### config.mk
export PLATFORM = sky130hd
export DESIGN_NAME = btpipe_block_ctrl
export DESIGN_NICKNAME = d
export VERILOG_FILES = /design/src/rtl/btpipe_pkg.sv /design/src/rtl/btpipe_dir_fsm.sv /design/src/rtl/btpipe_block_ctrl.sv
export SDC_FILE = /design/constraint.sdc
export NUM_CORES = 1
export LEC_CHECK = 0
export CAP_MARGIN = 30
export CELL_PAD_IN_SITES_DETAIL_PLACEMENT = 1
export CELL_PAD_IN_SITES_GLOBAL_PLACEMENT = 1
export CORE_MARGIN = 1
export CORE_UTILIZATION = 30
export CTS_CLUSTER_DIAMETER = 50
export DETAILED_ROUTE_END_ITERATION = 8
export PLACE_DENSITY_LB_ADDON = 0.15
export SYNTH_ARGS = -nofsm -noshare
export SYNTH_HDL_FRONTEND = slang
export SYNTH_HIERARCHICAL = 1
export SYNTH_SLANG_ARGS = --single-unit
export TNS_END_PERCENT = 5
### constraint.sdc
create_clock -name okClk -period 1.55 [get_ports okClk]
set_input_delay 0.31 -clock okClk [delete_from_list [all_inputs] [get_ports okClk]]
set_output_delay 0.31 -clock okClk [all_outputs]
set_load 0.01 [all_outputs]
### src/rtl/btpipe_pkg.sv
// Shared state encoding and default sizing for the BTPipe block-flow controller.
package btpipe_pkg;

    typedef enum logic [1:0] {
        StIdle   = 2'd0,
        StXfer   = 2'd1,
        StSettle = 2'd2
    } btpipe_state_e;

    localparam int unsigned DEF_BLOCK_WORDS = 256;
    localparam int unsigned DEF_CNT_W       = 10;
    localparam int unsigned DEF_IN_DEPTH    = 1024;
    localparam int unsigned DEF_SETTLE_CYC  = 4;

endpackage

### src/rtl/btpipe_dir_fsm.sv
// One transfer direction: IDLE/XFER/SETTLE FSM, word counter, settle timer, registered ready.
// Block counter and sticky error flag exist only with BTPIPE_BLOCK_CTRL_STATS_EN defined.
module btpipe_dir_fsm
    import btpipe_pkg::*;
#(
    parameter int unsigned BLOCK_WORDS = DEF_BLOCK_WORDS,
    parameter int unsigned SETTLE_CYC  = DEF_SETTLE_CYC
) (
    input  logic        clk_i,
    input  logic        rst_ni,
    input  logic        strobe_i,
    input  logic        xfer_i,
    input  logic        eligible_i,
    output logic        ready_o,
    output logic [31:0] blk_cnt_o,
    output logic        err_o
);
    localparam int unsigned WordW = (BLOCK_WORDS > 1) ? $clog2(BLOCK_WORDS) : 1;
    localparam int unsigned SetW  = (SETTLE_CYC > 1) ? $clog2(SETTLE_CYC) : 1;
    localparam logic [WordW-1:0] LastWord   = WordW'(BLOCK_WORDS - 1);
    localparam logic [SetW-1:0]  LastSettle = SetW'(SETTLE_CYC - 1);

    btpipe_state_e    state_d, state_q;
    logic [WordW-1:0] word_d, word_q;
    logic [SetW-1:0]  settle_d, settle_q;
    logic             ready_d, ready_q;
    logic             init_q;
    logic             last_word;

    assign last_word = (word_q == LastWord);

    always_comb begin
        state_d  = state_q;
        word_d   = word_q;
        settle_d = settle_q;
        unique case (state_q)
            StIdle: begin
                // A write/read coinciding with the strobe is not counted.
                if (strobe_i) begin
                    state_d = StXfer;
                    word_d  = '0;
                end
            end
            StXfer: begin
                if (xfer_i) begin
                    if (last_word) begin
                        state_d  = StSettle;
                        word_d   = '0;
                        settle_d = '0;
                    end else begin
                        word_d = word_q + WordW'(1);
                    end
                end
            end
            StSettle: begin
                if (settle_q == LastSettle) begin
                    state_d = StIdle;
                end else begin
                    settle_d = settle_q + SetW'(1);
                end
            end
            default: state_d = StIdle;
        endcase
        // init_q holds ready low on the first edge after reset release.
        ready_d = init_q && (state_d == StIdle) && eligible_i;
    end

    always_ff @(posedge clk_i or negedge rst_ni) begin
        if (!rst_ni) begin
            state_q  <= StIdle;
            word_q   <= '0;
            settle_q <= '0;
            ready_q  <= 1'b0;
            init_q   <= 1'b0;
        end else begin
            state_q  <= state_d;
            word_q   <= word_d;
            settle_q <= settle_d;
            ready_q  <= ready_d;
            init_q   <= 1'b1;
        end
    end

    assign ready_o = ready_q;

`ifdef BTPIPE_BLOCK_CTRL_STATS_EN
    logic [31:0] blk_cnt_d, blk_cnt_q;
    logic        err_d, err_q;

    always_comb begin
        blk_cnt_d = blk_cnt_q;
        err_d     = err_q;
        if ((state_q == StXfer) && xfer_i && last_word) begin
            blk_cnt_d = blk_cnt_q + 32'd1;
        end
        if ((xfer_i && (state_q != StXfer)) || (strobe_i && (state_q != StIdle))) begin
            err_d = 1'b1;
        end
    end

    always_ff @(posedge clk_i or negedge rst_ni) begin
        if (!rst_ni) begin
            blk_cnt_q <= '0;
            err_q     <= 1'b0;
        end else begin
            blk_cnt_q <= blk_cnt_d;
            err_q     <= err_d;
        end
    end

    assign blk_cnt_o = blk_cnt_q;
    assign err_o     = err_q;
`else
    assign blk_cnt_o = '0;
    assign err_o     = 1'b0;
`endif

endmodule

### src/rtl/btpipe_block_ctrl.sv
// BTPipe block-flow controller: FIFO-level eligibility plus one FSM per pipe direction.
// Statistics (block counters, error flags) are built only with BTPIPE_BLOCK_CTRL_STATS_EN.
module btpipe_block_ctrl
    import btpipe_pkg::*;
#(
    parameter int unsigned BLOCK_WORDS = DEF_BLOCK_WORDS,
    parameter int unsigned CNT_W       = DEF_CNT_W,
    parameter int unsigned IN_DEPTH    = DEF_IN_DEPTH,
    parameter int unsigned SETTLE_CYC  = DEF_SETTLE_CYC
) (
    input  logic             okClk,
    input  logic             rstn,
    input  logic             enable,
    input  logic [CNT_W-1:0] in_wr_cnt,
    input  logic             in_blockstrobe,
    input  logic             in_write,
    input  logic [CNT_W-1:0] out_rd_cnt,
    input  logic             out_blockstrobe,
    input  logic             out_read,
    output logic             in_ready,
    output logic             out_ready,
    output logic [31:0]      in_blk_cnt,
    output logic [31:0]      out_blk_cnt,
    output logic             err_in,
    output logic             err_out
);
    logic [CNT_W:0] in_free;
    logic           in_elig;
    logic           out_elig;

    // One extra bit so the free-space difference cannot wrap.
    assign in_free  = (CNT_W+1)'(IN_DEPTH) - {1'b0, in_wr_cnt};
    assign in_elig  = enable && (in_free >= (CNT_W+1)'(BLOCK_WORDS));
    assign out_elig = enable && ({1'b0, out_rd_cnt} >= (CNT_W+1)'(BLOCK_WORDS));

    btpipe_dir_fsm #(
        .BLOCK_WORDS(BLOCK_WORDS),
        .SETTLE_CYC (SETTLE_CYC)
    ) u_in_fsm (
        .clk_i     (okClk),
        .rst_ni    (rstn),
        .strobe_i  (in_blockstrobe),
        .xfer_i    (in_write),
        .eligible_i(in_elig),
        .ready_o   (in_ready),
        .blk_cnt_o (in_blk_cnt),
        .err_o     (err_in)
    );

    btpipe_dir_fsm #(
        .BLOCK_WORDS(BLOCK_WORDS),
        .SETTLE_CYC (SETTLE_CYC)
    ) u_out_fsm (
        .clk_i     (okClk),
        .rst_ni    (rstn),
        .strobe_i  (out_blockstrobe),
        .xfer_i    (out_read),
        .eligible_i(out_elig),
        .ready_o   (out_ready),
        .blk_cnt_o (out_blk_cnt),
        .err_o     (err_out)
    );

endmodule

### Clock network drawn from the DEF, run 1

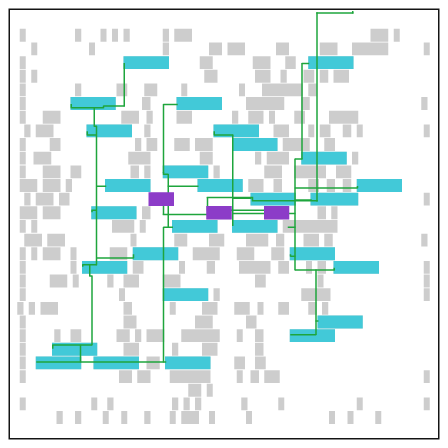
[purple] cells driving clock nets | count: 3
[cyan] flip-flops | count: 28
[green] clock wires | length: 408 um
routed clock nets	4
skew final: 11.7 ps
Clk pwr share: 0.245
clk pwr: 0.579 mW
clk_lat worst skew: 280 ps

### Nets reached from selected ports, run 1

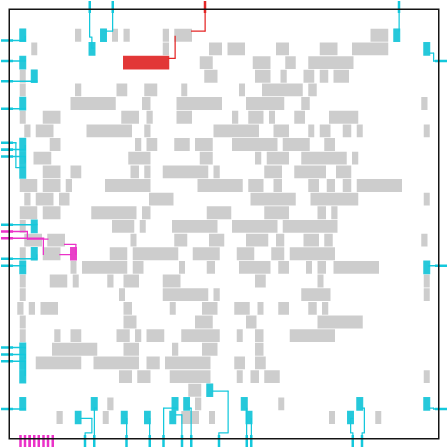
colour	port	direction	edge	end cells	buffers	wire
red	`in_ready`	output	north	1	1	12.5 um
magenta	`out_rd_cnt`	input	8 south, 2 west	1	2	24.7 um
cyan	`in_blk_cnt`	output	14 west, 12 south, 3 north, 3 east	32	0	155 um
IO Pins: 95
Port-buffer cells: 20

### Placed standard cells, run 1

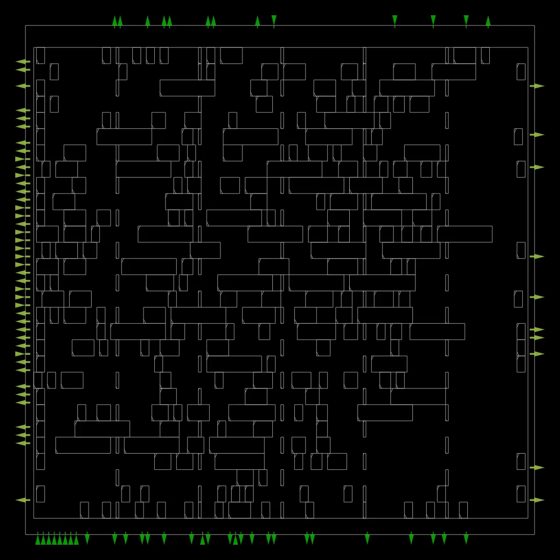
final std cells w/o fill: 323
sequential cell area share: 0.312
final design utilization: 0.345
row count: 29
Core Region: 6530 um^2

==> summary.txt, run 1 <==
Reg2reg setup slack: 90 ps
Sink Count: 28
Layout cells sized above 1: 0.154
Top cell excl fill/tap: conb_1
Post-synthesis cell count: 217
Post-DP Area: 2180 um^2
Root Driver: clkbuf_8
Biggest regs: u_in_fsm/word_q (8), u_out_fsm/word_q (8)
Drt pass-1 iters: 4
Combinational power: 0.664 mW
Detailed placer's ending HPWL: 2820 um
Area grow syn2layout: 8.24%
Crit-path max FO: 1
Largest power group: registers
Pin count of the biggest net entering global routing: 29
Post-CTS setup buffers: 0
PD cells: 1050 nW/um^2
Syn_area_per_cell: 9.59 um^2
Critical path cell sequence: clkdlybuf4s50_1
Main area contributors: dfrtp_1 (34%), buf_4 (25%), nor2_1 (2.9%), ha_1 (2.4%), nand3_1 (2.4%)
Full die area: 7270 um^2
Initial antenna violation count: 0
Pwr Total: 2.36 mW
Antenna diodes: 0
Outcome: completed
Largest class: multi-input combinational cells
Peak supply drop: 0.000474 V
Worst path max stage delay: 540 ps
Ys async rst share: 1.00
Die height: 85.3 um
Warning count from the yosys run: 6
Leakage: 1.02 nW
-- run 1: kinds of logic after synthesis --
kind of cell | Yosys count | share of synthesized area
XOR/XNOR | 6 | 0.0253
flip-flops | 28 | 0.337
adder cells (fa/ha/maj) | 4 | 0.0241
AND-OR/OR-AND | 27 | 0.108
other | 4 | 0.00721
buffers and inverters | 75 | 0.265
AND/OR/NAND/NOR | 69 | 0.203
multiplexers | 4 | 0.0313
-- run 1: repair_timing --
item,CTS,global route
hold buffers,0,0
gates resized,0,1
endpoints found under the hold margin,0,0
endpoints found under the setup margin,0,3
-- run 1: metal layers --
layer	vias to the layer above	routed length, um	global-route usage
li1	663	-	-
met1	670	1700	0.147
met2	58	1670	0.157
met3	2	206	0.0204
met4	0	37	0.0227
met5	-	0	0
==> run 1 -> run 2 <==
--- a/config.mk
+++ b/config.mk
@@ -10,7 +10,6 @@
 export CELL_PAD_IN_SITES_GLOBAL_PLACEMENT = 1
 export CORE_MARGIN = 1
 export CORE_UTILIZATION = 30
-export CTS_CLUSTER_DIAMETER = 50
 export DETAILED_ROUTE_END_ITERATION = 8
 export PLACE_DENSITY_LB_ADDON = 0.15
 export SYNTH_ARGS = -nofsm -noshare
### I/O pins on the die edge, run 2

Pins as bars across the die edge, other pins in grey.
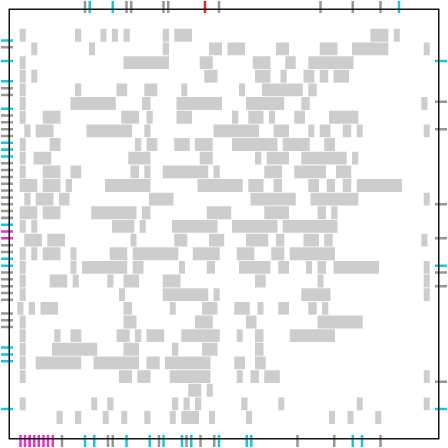
colour	port	pins	direction	edge
red	`in_ready`	1	output	north
magenta	`out_rd_cnt`	10	input	8 south, 2 west
cyan	`in_blk_cnt`	32	output	14 west, 12 south, 3 north, 3 east

==> run 2 against run 1 <==
- setup slack stayed put
- first-iteration DRC count unchanged
- die area is the same
- critical path type unchanged
- maximum frequency did not move
- cell count did not move
- sequential share of layout area unchanged
- core utilization did not move
- largest power group unchanged
- count of clock-buffer cells in the layout did not move
==> summary.txt, run 2 <==
Die height: 85.3 um
Post-DP Area: 2180 um^2
Main area contributors: dfrtp_1 (34%), buf_4 (25%), nor2_1 (2.9%), ha_1 (2.4%), nand3_1 (2.4%)
Syn_area_per_cell: 9.59 um^2
Clk pwr: 0.579 mW
Skew final: 11.7 ps
Leakage: 1.02 nW
Met3 Resource Use GR: 0.0204
Biggest regs: u_in_fsm/word_q (8), u_out_fsm/word_q (8)
IO Pins: 95
Drt pass-1 iters: 4
Top cell excl fill/tap: conb_1
PD cells: 1050 nW/um^2
Post-synthesis cell count: 217
Outcome: completed
Area grow syn2layout: 8.24%
Core Region: 6530 um^2
Sink Count: 28
Clk pwr share: 0.245
Met1 global-route usage: 0.147
M1 WL: 1700 um
Critical path cell sequence: clkdlybuf4s50_1
Dominant comb cell: buffers and inverters
Largest class: multi-input combinational cells
Worst path max stage delay: 540 ps
Root Driver: clkbuf_8
Ys async rst share: 1.00
Xor/xnor share: 0.0253
Pin count of the biggest net entering global routing: 29
-- run 2: final timing paths --
check / slack, ps / endpoint
setup / recovery: 70 / out_ready
hold / removal: 380 / u_in_fsm/ready_o
setup reg to reg: 90 / u_in_fsm/word_q[3]
hold reg to reg: 480 / u_in_fsm/ready_o
max in group asynchronous: 980 / u_in_fsm/word_q[0]
min in group okClk: 480 / u_in_fsm/ready_o
-- run 2: through the flow --
step | setup TNS (ps) | cells | worst slack, ps
floorplan | 0 | 281 | 242
global placement | 0 | 319 | 0.372
detailed placement | -33.3 | 319 | -13.7
CTS | 0 | 323 | 51.7
global route | 0 | 323 | 0.362
finish | 0 | 323 | 68.8
-- run 2: timing repair --
item / 4_1_cts / 5_1_grt
gates resized: 0 / 1
setup endpoints to repair: 0 / 3
hold buffers: 0 / 0
No activity file was given, so power comes from the tool's default toggle rates.
